## config.mk

```make
export PLATFORM = sky130hd
export DESIGN_NAME = histeq_phase_ctrl_flat
export DESIGN_NICKNAME = d
export VERILOG_FILES = /design/src/rtl/histeq_phase_ctrl_if.sv /design/src/rtl/histeq_phase_ctrl.sv /design/src/flat_wrapper.sv
export SDC_FILE = /design/constraint.sdc
export NUM_CORES = 1
export LEC_CHECK = 0
export ABC_AREA = 1
export CORE_ASPECT_RATIO = 1.5
export CORE_MARGIN = 5
export CORE_UTILIZATION = 46
export CTS_CLUSTER_SIZE = 8
export DETAILED_ROUTE_END_ITERATION = 8
export PLACE_DENSITY = 0.83
export SLEW_MARGIN = 10
export SYNTH_ARGS = -nofsm -noshare
export SYNTH_HDL_FRONTEND = slang
export SYNTH_SLANG_ARGS = --single-unit
```

## constraint.sdc

```tcl
create_clock -name clock -period 1.7 [get_ports clock]
set_input_delay 0.425 -clock clock [delete_from_list [all_inputs] [get_ports clock]]
set_output_delay 0.425 -clock clock [all_outputs]
set_load 0.02 [all_outputs]
```

## src/rtl/histeq_phase_ctrl_if.sv

```systemverilog
// Control bundle between the histogram-equalizer phase sequencer and its
// surroundings: frame start, per-stage go/done handshakes, m2 ownership,
// the clear-port write controls and frame status.
interface histeq_phase_ctrl_if;
    logic        start;
    logic        hist_done;
    logic        cdf_done;
    logic        remap_done;
    logic        hist_go;
    logic        cdf_go;
    logic        remap_go;
    logic [1:0]  m2_sel;
    logic [15:0] clr_addr;
    logic        clr_we;
    logic        busy;
    logic        done;
    logic        err;
    logic [1:0]  err_phase;

    // Host / stage side: drives start and the stage done flags.
    modport master (
        output start, hist_done, cdf_done, remap_done,
        input  hist_go, cdf_go, remap_go, m2_sel, clr_addr, clr_we,
               busy, done, err, err_phase
    );

    // Sequencer side.
    modport slave (
        input  start, hist_done, cdf_done, remap_done,
        output hist_go, cdf_go, remap_go, m2_sel, clr_addr, clr_we,
               busy, done, err, err_phase
    );
endinterface

```

## src/rtl/histeq_phase_ctrl.sv

```systemverilog
// Phase sequencer for the histogram equalizer: clears scratchpad m2, then
// launches the histogram, CDF and remap stages in turn, handing m2 to the
// active stage and trapping a hung stage with a per-phase watchdog.
// All outputs are registered and decoded from the next state.
module histeq_phase_ctrl #(
    parameter int CLR_WORDS = 256,
    parameter int TIMEOUT   = 65535
) (
    input  logic               clock,
    input  logic               rst_n,
    histeq_phase_ctrl_if.slave bus
);
    typedef enum logic [2:0] {
        S_IDLE, S_CLEAR, S_HIST_W, S_CDF_W, S_REMAP_W, S_DONE, S_ERR
    } state_t;

    // Last clear address and the watchdog value on which a phase expires;
    // with wd = 0 in the go cycle, the error appears TIMEOUT cycles after go.
    localparam logic [15:0] LAST_ADDR = 16'(CLR_WORDS - 1);
    localparam logic [15:0] WD_LAST   = 16'(TIMEOUT - 1);

    state_t      state_q, state_d;
    logic [15:0] clr_addr_q, clr_addr_d;
    logic [15:0] wd_q, wd_d;
    logic        hist_go_q, hist_go_d;
    logic        cdf_go_q, cdf_go_d;
    logic        remap_go_q, remap_go_d;
    logic [1:0]  m2_sel_q, m2_sel_d;
    logic        clr_we_q, clr_we_d;
    logic        busy_q, busy_d;
    logic        done_q, done_d;
    logic        err_q, err_d;
    logic [1:0]  err_phase_q, err_phase_d;

    // Next state, then every registered output decoded from the next state.
    always_comb begin
        state_d     = state_q;
        err_phase_d = err_phase_q;
        case (state_q)
            S_IDLE, S_DONE, S_ERR: begin
                if (bus.start) begin
                    state_d     = S_CLEAR;
                    err_phase_d = 2'd0;
                end
            end
            S_CLEAR: begin
                if (clr_addr_q == LAST_ADDR) state_d = S_HIST_W;
            end
            // A done seen in the go cycle may be stale from the last frame.
            S_HIST_W: begin
                if (bus.hist_done && !hist_go_q) begin
                    state_d = S_CDF_W;
                end else if (wd_q == WD_LAST) begin
                    state_d     = S_ERR;
                    err_phase_d = 2'd1;
                end
            end
            S_CDF_W: begin
                if (bus.cdf_done && !cdf_go_q) begin
                    state_d = S_REMAP_W;
                end else if (wd_q == WD_LAST) begin
                    state_d     = S_ERR;
                    err_phase_d = 2'd2;
                end
            end
            S_REMAP_W: begin
                if (bus.remap_done && !remap_go_q) begin
                    state_d = S_DONE;
                end else if (wd_q == WD_LAST) begin
                    state_d     = S_ERR;
                    err_phase_d = 2'd3;
                end
            end
            default: state_d = S_IDLE;
        endcase

        clr_we_d   = (state_d == S_CLEAR);
        clr_addr_d = (state_q == S_CLEAR && state_d == S_CLEAR) ? clr_addr_q + 16'd1 : 16'd0;
        wd_d       = (state_d != state_q) ? 16'd0 : wd_q + 16'd1;
        hist_go_d  = (state_q == S_CLEAR)  && (state_d == S_HIST_W);
        cdf_go_d   = (state_q == S_HIST_W) && (state_d == S_CDF_W);
        remap_go_d = (state_q == S_CDF_W)  && (state_d == S_REMAP_W);
        case (state_d)
            S_HIST_W:  m2_sel_d = 2'd1;
            S_CDF_W:   m2_sel_d = 2'd2;
            S_REMAP_W: m2_sel_d = 2'd3;
            default:   m2_sel_d = 2'd0;
        endcase
        busy_d = (state_d == S_CLEAR) || (state_d == S_HIST_W) ||
                 (state_d == S_CDF_W) || (state_d == S_REMAP_W);
        done_d = (state_d == S_DONE);
        err_d  = (state_d == S_ERR);
    end

    // State, counters and outputs; reset aborts any frame immediately.
    always_ff @(posedge clock or negedge rst_n) begin
        if (!rst_n) begin
            state_q     <= S_IDLE;
            clr_addr_q  <= 16'd0;
            wd_q        <= 16'd0;
            hist_go_q   <= 1'b0;
            cdf_go_q    <= 1'b0;
            remap_go_q  <= 1'b0;
            m2_sel_q    <= 2'd0;
            clr_we_q    <= 1'b0;
            busy_q      <= 1'b0;
            done_q      <= 1'b0;
            err_q       <= 1'b0;
            err_phase_q <= 2'd0;
        end else begin
            state_q     <= state_d;
            clr_addr_q  <= clr_addr_d;
            wd_q        <= wd_d;
            hist_go_q   <= hist_go_d;
            cdf_go_q    <= cdf_go_d;
            remap_go_q  <= remap_go_d;
            m2_sel_q    <= m2_sel_d;
            clr_we_q    <= clr_we_d;
            busy_q      <= busy_d;
            done_q      <= done_d;
            err_q       <= err_d;
            err_phase_q <= err_phase_d;
        end
    end

    assign bus.hist_go   = hist_go_q;
    assign bus.cdf_go    = cdf_go_q;
    assign bus.remap_go  = remap_go_q;
    assign bus.m2_sel    = m2_sel_q;
    assign bus.clr_addr  = clr_addr_q;
    assign bus.clr_we    = clr_we_q;
    assign bus.busy      = busy_q;
    assign bus.done      = done_q;
    assign bus.err       = err_q;
    assign bus.err_phase = err_phase_q;
endmodule
```

## src/flat_wrapper.sv

```systemverilog
// flat-port wrapper written by rule: the top's interface ports become plain ports
module histeq_phase_ctrl_flat 
#(
    parameter int CLR_WORDS = 256,
    parameter int TIMEOUT   = 65535
)
  (clock, rst_n, bus_start, bus_hist_done, bus_cdf_done, bus_remap_done, bus_hist_go, bus_cdf_go, bus_remap_go, bus_m2_sel, bus_clr_addr, bus_clr_we, bus_busy, bus_done, bus_err, bus_err_phase);
  histeq_phase_ctrl_if bus_i ();
  input  logic clock;
  input  logic rst_n;
  input wire logic [$bits(bus_i.start)-1:0] bus_start;
  input wire logic [$bits(bus_i.hist_done)-1:0] bus_hist_done;
  input wire logic [$bits(bus_i.cdf_done)-1:0] bus_cdf_done;
  input wire logic [$bits(bus_i.remap_done)-1:0] bus_remap_done;
  output wire logic [$bits(bus_i.hist_go)-1:0] bus_hist_go;
  output wire logic [$bits(bus_i.cdf_go)-1:0] bus_cdf_go;
  output wire logic [$bits(bus_i.remap_go)-1:0] bus_remap_go;
  output wire logic [$bits(bus_i.m2_sel)-1:0] bus_m2_sel;
  output wire logic [$bits(bus_i.clr_addr)-1:0] bus_clr_addr;
  output wire logic [$bits(bus_i.clr_we)-1:0] bus_clr_we;
  output wire logic [$bits(bus_i.busy)-1:0] bus_busy;
  output wire logic [$bits(bus_i.done)-1:0] bus_done;
  output wire logic [$bits(bus_i.err)-1:0] bus_err;
  output wire logic [$bits(bus_i.err_phase)-1:0] bus_err_phase;
  assign bus_i.start = bus_start;
  assign bus_i.hist_done = bus_hist_done;
  assign bus_i.cdf_done = bus_cdf_done;
  assign bus_i.remap_done = bus_remap_done;
  assign bus_hist_go = bus_i.hist_go;
  assign bus_cdf_go = bus_i.cdf_go;
  assign bus_remap_go = bus_i.remap_go;
  assign bus_m2_sel = bus_i.m2_sel;
  assign bus_clr_addr = bus_i.clr_addr;
  assign bus_clr_we = bus_i.clr_we;
  assign bus_busy = bus_i.busy;
  assign bus_done = bus_i.done;
  assign bus_err = bus_i.err;
  assign bus_err_phase = bus_i.err_phase;
  histeq_phase_ctrl #(.CLR_WORDS(CLR_WORDS), .TIMEOUT(TIMEOUT)) u_core (.clock(clock), .rst_n(rst_n), .bus(bus_i));
endmodule
```

Fig. 1: run 1, signal wires on met2
Drawn at 3 px/µm.
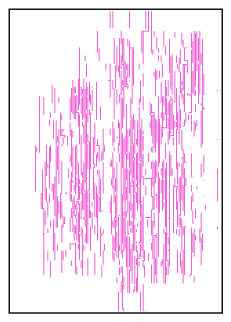
longest straight run: 43.2 µm
share of all routed wire: 57%
wire length on this layer: 3720 µm
main direction: vertical
nets with wire on the layer: 371
vias: 2339
DRT Wirelength: 6.527 mm

Fig. 2: run 1, signal wires on met3
Drawn at 3 px/µm. Cells faint in the background.
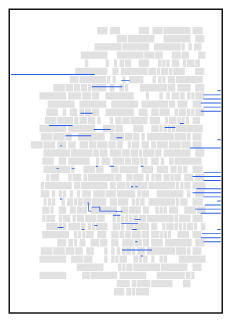
longest straight run: 27.6 µm
main direction: horizontal
share of all routed wire: 3.6%
nets with wire on the layer: 39
routing usage on met3: 3.293%

Fig. 3: run 1, routed metal, one color a layer
Drawn at 4 px/µm.
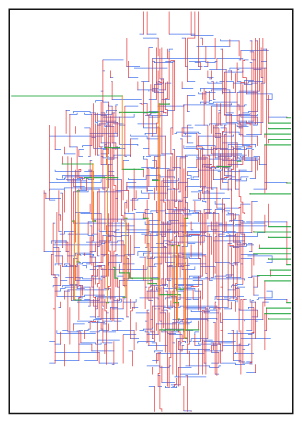
legend:
  green:
    layer: M3
    wire_length: 235 µm
  red:
    layer: M2
    wire_length: 3720 µm
  orange:
    layer: M4
    wire_length: 255 µm
  blue:
    layer: M1
    wire_length: 2320 µm

==> reports/qor.tcl, run 1 <==
set qor(sequentialPowerShare_pct) 42.7
set qor(cp_max_fo) 5
set qor(tightest_slew_ns) 0.4487
set qor(taps) 70
set qor(adder_share_pct) 1.487
set qor(globalRoute.busiestLayer) {met2}
set qor(number_of_cells_on_the_worst_reg_to_reg_path) 14
set qor(worst_setup_path_end_kind) {flop}
set qor(synth_flops) 46
set qor(final_critical_path_setup_slack_ns) -0.1599
set qor(run_status) {finished with violations}
set qor(placedCellCount) 458
set qor(io-pin-count) 33
set qor(post_route_cells_drive_above_1_share_pct) 41.25
set qor(grtUsageMet2_pct) 36.36
set qor(post_route_setup_tns_ns) -2.390
set qor(largest_area_cell) {sky130_fd_sc_hd__dfrtp_1}
set qor(path_class) {input port to flop}
set qor(cp_slowest_stage_delay_ns) 0.55
set qor(crit_path_start) {bus_start}
set qor(synth.logic.top_family) {simple AND/OR/NAND/NOR gates}
set qor(timing.critical_path.max_delay_family) {buffers and inverters}
set qor(worst_path_clk_slew_ns) 0.09
set qor(switching_share_pct) 32.72
set qor(combinationalPowerShare_pct) 31.7
set qor(crit-reg2reg-launch) {u_core.wd_q[0]$_DFF_PN0_}
set qor(numCtsBuffers) 5
set qor(synth.most_common_cell) {sky130_fd_sc_hd__nand2_1}
set qor(leakage_nw) 1.864
set qor(cts_tree) {built}
set qor(yosys-stat-area_um2) 2524
set qor(min_path_type) {input port to async pin}
set qor(final.signal_buffer_count) 96
set qor(overflow_left_after_global_routing) 0
set qor(slowest_stage) {sky130_fd_sc_hd__clkdlybuf4s50_1}
set qor(clk_latency_ns) 0.31
set qor(cp_num_cells) 12
set qor(post_drt_wl_per_cell_um) 13.89
set qor(tool_warnings) 30
set qor(netlist_top_cells_area) {sky130_fd_sc_hd__dfrtp_1, sky130_fd_sc_hd__nand2_1, sky130_fd_sc_hd__nor2_1, sky130_fd_sc_hd__nor2_4, sky130_fd_sc_hd__inv_1}
set qor(clock.fmax_ghz) 0.5377
set qor(postCtsSetupRepairBufs) 1
set qor(pre_cts_ws_ns) -0.4701
set qor(gp_congestion) 0.8685
set qor(nClkBuffers) 6
set qor(die.size.x_um) 70.48
set qor(powerComb_mw) 1.01
set qor(synth-simple-area-share_pct) 35.70
set qor(pwr_density_cell_nw_per_um2) 844.9
set qor(buffer_area_share_pct) 22.06
set qor(post_synth_ao_oa_area_fraction_pct) 3.966
set qor(initialDrtViolationCount) 138
set qor(post_cts_hold_buffer_count) 0
set qor(worstReg2RegEnd) {u_core.wd_q[2]$_DFF_PN0_}
set qor(finalMaxSlewViolations) 0
set qor(fraction_of_synthesized_area_in_multiplexers_pct) 0
set qor(firstDrtPassIters) 4
set qor(area.sequential_um2) 1156
set qor(number_of_global_route_vias_before_repair) 2504
set qor(edf_count) 0
set qor(synthesis.yosys.warnings) 0
set qor(n_antenna_cell) 0
set qor(rsz0062_at_grt) {yes}
set qor(critical_path_data_required_time_ns) 1.93
set qor(pwr-share-clk_pct) 25.6
set qor(failing_checks) {negative setup slack}
set qor(mi_logic_area_um2) 1441
set qor(synth-cells-yosys) 299
set qor(synthDominantCellAreaShare_pct) 45.61
set qor(hold_viol) 0
set qor(drc_errors) 0
set qor(cp.buffers_inverters) 3
set qor(ys_sh_xor_pct) 5.900
set qor(initial_antenna_violation_count) 0
set qor(power.net_switching_mw) 1.046
set qor(routed.top_layer) {met4}
set qor(flop_share_of_the_area_pct) 30.56
set qor(synth-main-ff-cell) {sky130_fd_sc_hd__dfrtp_1}
set qor(grt_start_max_net_pins) 21
set qor(post_synth_most_frequent_cells) {sky130_fd_sc_hd__nand2_1, sky130_fd_sc_hd__nor2_1, sky130_fd_sc_hd__dfrtp_1}
set qor(setup_viol_count_final) 21
set qor(hold_slack_ns) 0.04730
set qor(number_of_distinct_library_cells_after_synthesis) 32
set qor(inv_count) 41
set qor(synth.yosys.seq_area_share_pct) 45.61
set qor(multi_input_comb_cells) 209
set qor(clkSinkCount) 46
set qor(cap_violations) 0
==> run 2, diff against run 1 <==
--- a/config.mk
+++ b/config.mk
@@ -12,7 +12,6 @@
 export CTS_CLUSTER_SIZE = 8
 export DETAILED_ROUTE_END_ITERATION = 8
 export PLACE_DENSITY = 0.83
-export SLEW_MARGIN = 10
 export SYNTH_ARGS = -nofsm -noshare
 export SYNTH_HDL_FRONTEND = slang
 export SYNTH_SLANG_ARGS = --single-unit
Fig. 4: run 2, routed metal, one color a layer
Drawn at 4 px/µm.
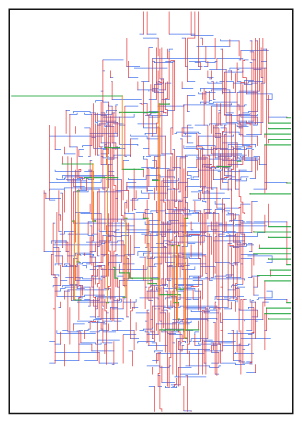
legend:
  red:
    layer: M2
    wire_length: 3720 µm
  orange:
    layer: M4
    wire_length: 255 µm
  blue:
    layer: M1
    wire_length: 2320 µm
  green:
    layer: M3
    wire_length: 235 µm
wire per inst: 13.89 µm
GRT Overall Usage: 18.09%

==> run 2 against run 1 <==
Die area did not move; register-to-register slack barely moved; largest cell class unchanged; the run still ends with negative setup slack left; clock power barely moved; highest routed layer unchanged; utilization did not move.
==> reports/qor.tcl, run 2 <==
set qor(rsz0062_at_grt) {yes}
set qor(largest_area_cell) {sky130_fd_sc_hd__dfrtp_1}
set qor(synth-cells-yosys) 299
set qor(flop_share_of_the_area_pct) 30.56
set qor(yosys-stat-area_um2) 2524
set qor(synth.most_common_cell) {sky130_fd_sc_hd__nand2_1}
set qor(critical_path_data_required_time_ns) 1.93
set qor(placedCellCount) 458
set qor(cp_max_fo) 5
set qor(powerComb_mw) 1.01
set qor(grtUsageMet3_pct) 3.293
set qor(initial_antenna_violation_count) 0
set qor(synth.yosys.seq_area_share_pct) 45.61
set qor(setup_viol_count_final) 21
set qor(power.net_switching_mw) 1.046
set qor(pre_cts_ws_ns) -0.4701
set qor(initialDrtViolationCount) 138
set qor(buffer_area_share_pct) 22.06
set qor(clock.fmax_ghz) 0.5377
set qor(wl_mm) 6.527
set qor(adder_share_pct) 1.487
set qor(globalRoute.busiestLayer) {met2}
set qor(sequentialPowerShare_pct) 42.7
set qor(post_route_cells_drive_above_1_share_pct) 41.25
set qor(num_vias) 2339
set qor(final.signal_buffer_count) 96
set qor(number_of_cells_on_the_worst_reg_to_reg_path) 14
set qor(drc_errors) 0
set qor(post_route_setup_tns_ns) -2.390
set qor(finalMaxSlewViolations) 0
set qor(timing.critical_path.max_delay_family) {buffers and inverters}
set qor(number_of_global_route_vias_before_repair) 2504
set qor(postCtsSetupRepairBufs) 1
set qor(crit-reg2reg-launch) {u_core.wd_q[0]$_DFF_PN0_}
set qor(firstDrtPassIters) 4
set qor(failing_checks) {negative setup slack}
set qor(run_status) {finished with violations}
set qor(nClkBuffers) 6
set qor(taps) 70
set qor(min_path_type) {input port to async pin}
set qor(pwr-share-clk_pct) 25.6
set qor(synthDominantCellAreaShare_pct) 45.61
set qor(grtUsageMet2_pct) 36.36
set qor(post_synth_ao_oa_area_fraction_pct) 3.966
set qor(multi_input_comb_cells) 209
set qor(ys_sh_xor_pct) 5.900
set qor(numCtsBuffers) 5
set qor(fraction_of_synthesized_area_in_multiplexers_pct) 0
set qor(inv_count) 41
set qor(number_of_distinct_library_cells_after_synthesis) 32
set qor(n_antenna_cell) 0
set qor(path_class) {input port to flop}
set qor(switching_share_pct) 32.72
set qor(synth_flops) 46
set qor(post_synth_most_frequent_cells) {sky130_fd_sc_hd__nand2_1, sky130_fd_sc_hd__nor2_1, sky130_fd_sc_hd__dfrtp_1}
set qor(combinationalPowerShare_pct) 31.7
set qor(synth.logic.top_family) {simple AND/OR/NAND/NOR gates}
set qor(tool_warnings) 30
set qor(io-pin-count) 33
set qor(worst_path_clk_slew_ns) 0.09
set qor(cp_slowest_stage_delay_ns) 0.55
set qor(hold_viol) 0
set qor(synth-simple-area-share_pct) 35.70
set qor(grt_start_max_net_pins) 21
set qor(cts_tree) {built}
set qor(synthesis.yosys.warnings) 0
set qor(final_critical_path_setup_slack_ns) -0.1599
set qor(cp.buffers_inverters) 3
set qor(clk_latency_ns) 0.31
set qor(die.size.x_um) 70.48
set qor(pwr_density_cell_nw_per_um2) 844.9
set qor(worstReg2RegEnd) {u_core.wd_q[2]$_DFF_PN0_}
set qor(edf_count) 0
set qor(worst_setup_path_end_kind) {flop}
Power figures rest on the tool's default switching activity, not on a simulated workload.
